**src/rtl/mat_seq.sv**
```systemverilog
// Control sequencer for the WIDTH x WIDTH systolic matrix unit: weight-load schedule,
// input pacing and result tracking. Optional perf counters enabled by MAT_SEQ_PERF_EN.
module mat_seq #(
    parameter int unsigned WIDTH   = 128,
    parameter int unsigned LATENCY = 2 * WIDTH,
    parameter int unsigned CNT_W   = 16,
    parameter int unsigned PROG_W  = $clog2(3 * WIDTH)
) (
    input  logic              clock,
    input  logic              reset,
    input  logic              cmd_valid,
    output logic              cmd_ready,
    input  logic              cmd_load,
    input  logic [CNT_W-1:0]  cmd_count,
    input  logic              in_valid,
    output logic              in_ready,
    output logic              feed_zero,
    output logic              load_weight,
    output logic [PROG_W-1:0] weight_progress,
    output logic              out_valid,
    output logic              out_last,
    output logic              done,
    output logic [31:0]       perf_busy,
    output logic [31:0]       perf_stall
);

    localparam int unsigned P_LAST = 3 * WIDTH - 3;

    typedef enum logic [1:0] {
        IDLE,
        LOAD,
        COMPUTE,
        DRAIN
    } state_t;

    state_t              state_q;
    logic [PROG_W-1:0]   prog_q;
    logic [CNT_W-1:0]    count_q;
    logic [LATENCY-1:0]  vpipe_q;
    logic [LATENCY-1:0]  lpipe_q;
    logic                done_q;

    logic load_fill;
    logic beat;
    logic comp_beat;
    logic comp_last;

    // Fill phase: rows are taken from the source; afterwards the diagonal sweeps on its own.
    assign load_fill = (state_q == LOAD) && (prog_q < PROG_W'(WIDTH));
    assign in_ready  = load_fill || (state_q == COMPUTE);
    assign beat      = in_valid && in_ready;
    assign comp_beat = (state_q == COMPUTE) && in_valid;
    assign comp_last = comp_beat && (count_q == CNT_W'(1));

    assign cmd_ready       = (state_q == IDLE);
    assign load_weight     = (state_q == LOAD) && (!load_fill || in_valid);
    assign feed_zero       = (((state_q == LOAD) || (state_q == COMPUTE)) && !beat)
                             || (state_q == DRAIN);
    assign weight_progress = prog_q;
    assign out_valid       = vpipe_q[LATENCY-1];
    assign out_last        = lpipe_q[LATENCY-1];
    assign done            = done_q;

    always_ff @(posedge clock) begin
        if (reset) begin
            state_q <= IDLE;
            prog_q  <= '0;
            count_q <= '0;
            vpipe_q <= '0;
            lpipe_q <= '0;
            done_q  <= 1'b0;
        end else begin
            done_q  <= 1'b0;
            vpipe_q <= (vpipe_q << 1) | LATENCY'(comp_beat);
            lpipe_q <= (lpipe_q << 1) | LATENCY'(comp_last);
            case (state_q)
                IDLE: begin
                    if (cmd_valid) begin
                        if (cmd_load) begin
                            state_q <= LOAD;
                            prog_q  <= '0;
                        end else if (cmd_count != '0) begin
                            state_q <= COMPUTE;
                            count_q <= cmd_count;
                        end else begin
                            done_q <= 1'b1;
                        end
                    end
                end
                LOAD: begin
                    if (load_weight) begin
                        if (prog_q == PROG_W'(P_LAST)) begin
                            state_q <= IDLE;
                            prog_q  <= '0;
                            done_q  <= 1'b1;
                        end else begin
                            prog_q <= prog_q + PROG_W'(1);
                        end
                    end
                end
                COMPUTE: begin
                    if (comp_beat) begin
                        count_q <= count_q - CNT_W'(1);
                        if (comp_last) begin
                            state_q <= DRAIN;
                        end
                    end
                end
                DRAIN: begin
                    if (out_last) begin
                        state_q <= IDLE;
                        done_q  <= 1'b1;
                    end
                end
                default: state_q <= IDLE;
            endcase
        end
    end

`ifdef MAT_SEQ_PERF_EN
    logic [31:0] perf_busy_q;
    logic [31:0] perf_stall_q;

    // Free-running wrap-around counters, cleared only by reset.
    always_ff @(posedge clock) begin
        if (reset) begin
            perf_busy_q  <= '0;
            perf_stall_q <= '0;
        end else begin
            if (state_q != IDLE) begin
                perf_busy_q <= perf_busy_q + 32'd1;
            end
            if (in_ready && !in_valid) begin
                perf_stall_q <= perf_stall_q + 32'd1;
            end
        end
    end

    assign perf_busy  = perf_busy_q;
    assign perf_stall = perf_stall_q;
`else
    assign perf_busy  = '0;
    assign perf_stall = '0;
`endif

endmodule
```
**config.mk**
```make
export PLATFORM = sky130hd
export DESIGN_NAME = mat_seq
export DESIGN_NICKNAME = d
export VERILOG_FILES = /design/src/rtl/mat_seq.sv
export SDC_FILE = /design/constraint.sdc
export NUM_CORES = 1
export LEC_CHECK = 0
export ABC_AREA = 1
export CAP_MARGIN = 10
export CORE_MARGIN = 1.5
export CORE_UTILIZATION = 62
export CTS_CLUSTER_SIZE = 12
export DETAILED_ROUTE_END_ITERATION = 10
export PLACE_DENSITY = 0.83
export SETUP_SLACK_MARGIN = 0.1
export SYNTH_ARGS = -nofsm -noshare
export SYNTH_HDL_FRONTEND = slang
export SYNTH_SLANG_ARGS = --single-unit
```
**constraint.sdc**
```tcl
create_clock -name clock -period 2.6 [get_ports clock]
set_clock_uncertainty 0.05 [all_clocks]
set_input_delay 0.39 -clock clock [delete_from_list [all_inputs] [get_ports clock]]
set_output_delay 0.39 -clock clock [all_outputs]
set_load 0.01 [all_outputs]
```
==> run summary, run 1 <==
run metrics: result of the run=completed, Reg2Reg Capture Point=count_q[11], routed length on met2=11600 um, yosys warns=0, number of synthesized register bits=540, arrival time at the worst endpoint=2.00 ns, global-route met3 utilization=0.0343, Core Util at FP=0.629, max capacitance violation total=0, share of the clock period used by the worst path=0.940, area of the die=28200 um2, first-pass iteration count of the detailed router=5, main flop type after synthesis=sky130_fd_sc_hd__dfxtp_1, worst-case vdd ir drop=0.584 mV, length in cells of the worst reg-to-reg path=11, Top power group=sequential cells, Area-dominant class=sequential cells, post-synthesis instance total=1991, part of the total power dissipated in the clock network=0.390, Post-synth EDFFs=0, Slew Limit Fails=0, total negative slack=0 ns, average wire length per cell after detail routing=10.2 um, fraction of power spent switching nets=0.249, # Taps=341, actual slew at the worst max-slew pin=0.515 ns, layout inverter count without the clock tree=545, non-clock buffer instance count of the final layout=45, highest fanout seen on the critical path=6, R2R Setup Slk=0.47 ns, clkbuf count=61, clock group power=0.00674 W, I/O pin total=101, most instantiated cells after synthesis=571 x sky130_fd_sc_hd__nor2_1, 542 x sky130_fd_sc_hd__inv_1, 540 x sky130_fd_sc_hd__dfxtp_1, vias per cell=4.35, total design power=0.0173 W, I/O Buffers=36, HP Class=input pin to register, cts bufs inserted=52, worst path required time=2.16 ns, Static Leak=7.41 nW, combinational group share of total power=0.116, clock root cell=sky130_fd_sc_hd__clkbuf_16, H-tree levels=2, max layer used=met4
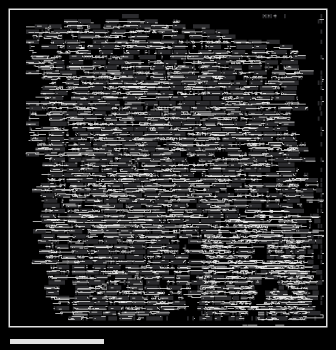
(run_1/met1.png)
Scale bar: 50 um. Cells faint in the background.
longest straight run: 24.8 um
wire length on this layer: 11200 um
share of all routed wire: 46%
nets with wire on the layer: 1978
total length of routed wires: 24300 um
met1 track demand over resource: 0.224
vias after detailed routing: 10300

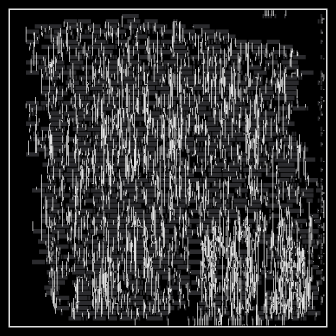
(run_1/met2.png)
Cells faint in the background.
main direction: vertical
nets with wire on the layer: 1616

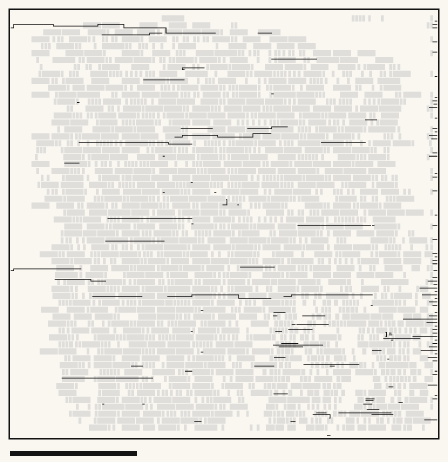
(run_1/met3.png)
Scale bar: 50 um. Cells faint in the background.
main direction: horizontal
nets with wire on the layer: 90
longest straight run: 35.4 um

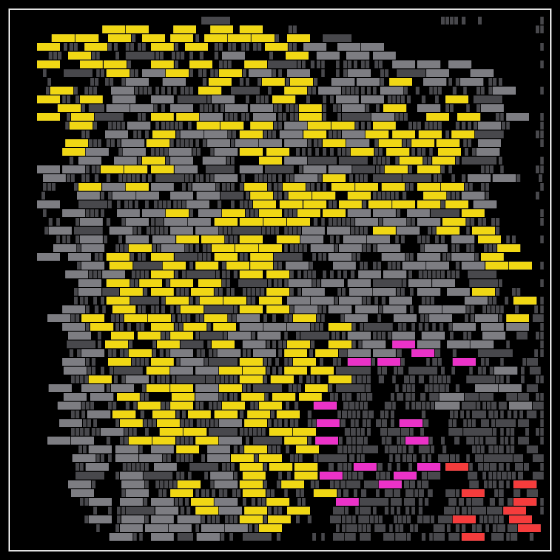
(run_1/registers.png)
Other sequential cells in the stronger grey, the rest of the logic in the fainter grey.
| netlist name | colour | flops |
|---|---|---|
| vpipe_q | yellow | 256 |
| count_q | magenta | 16 |
| weight_progress | red | 9 |
not coloured: 259

==> inputs of run 2 (changes only) <==
--- a/config.mk
+++ b/config.mk
@@ -8,10 +8,9 @@
 export ABC_AREA = 1
 export CAP_MARGIN = 10
 export CORE_MARGIN = 1.5
-export CORE_UTILIZATION = 62
+export CORE_UTILIZATION = 40
 export CTS_CLUSTER_SIZE = 12
 export DETAILED_ROUTE_END_ITERATION = 10
-export PLACE_DENSITY = 0.83
 export SETUP_SLACK_MARGIN = 0.1
 export SYNTH_ARGS = -nofsm -noshare
 export SYNTH_HDL_FRONTEND = slang
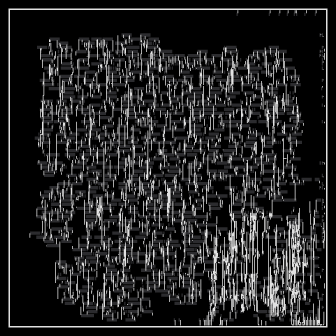
(run_2/met2.png)
Cells faint in the background.
share of all routed wire: 43%
longest straight run: 45.9 um
nets with wire on the layer: 1511

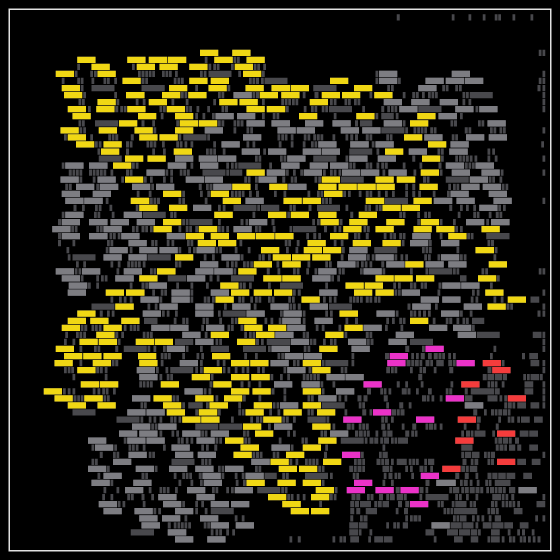
(run_2/registers.png)
Other sequential cells in the stronger grey, the rest of the logic in the fainter grey.
Flop area: 10800 um2
power drawn by the sequential cells: 0.00854 W
share of cell area taken by flip-flops and latches: 0.568
post-layout util: 0.456

==> run summary, run 2 <==
run metrics: clock root cell=sky130_fd_sc_hd__clkbuf_16 (unchanged), arrival time at the worst endpoint=1.94 ns (was 2.00 ns), Reg2Reg Capture Point=count_q[3] (was count_q[11]), fraction of power spent switching nets=0.251 (was 0.249), worst-case vdd ir drop=0.531 mV (was 0.584 mV), cts bufs inserted=53 (was 52), result of the run=completed (unchanged), most instantiated cells after synthesis=571 x sky130_fd_sc_hd__nor2_1, 542 x sky130_fd_sc_hd__inv_1, 540 x sky130_fd_sc_hd__dfxtp_1 (unchanged), R2R Setup Slk=0.64 ns (was 0.47 ns), first-pass iteration count of the detailed router=6 (was 5), average wire length per cell after detail routing=8.90 um (was 10.2 um), post-synthesis instance total=1991 (unchanged), Post-synth EDFFs=0 (unchanged), routed length on met2=9840 um (was 11600 um), vias per cell=3.92 (was 4.35), global-route met3 utilization=0.0291 (was 0.0343), clkbuf count=76 (was 61), H-tree levels=2 (unchanged), actual slew at the worst max-slew pin=0.603 ns (was 0.515 ns), total length of routed wires=23000 um (was 24300 um), vias after detailed routing=10200 (was 10300)
Power is estimated from default activity; no workload was simulated.
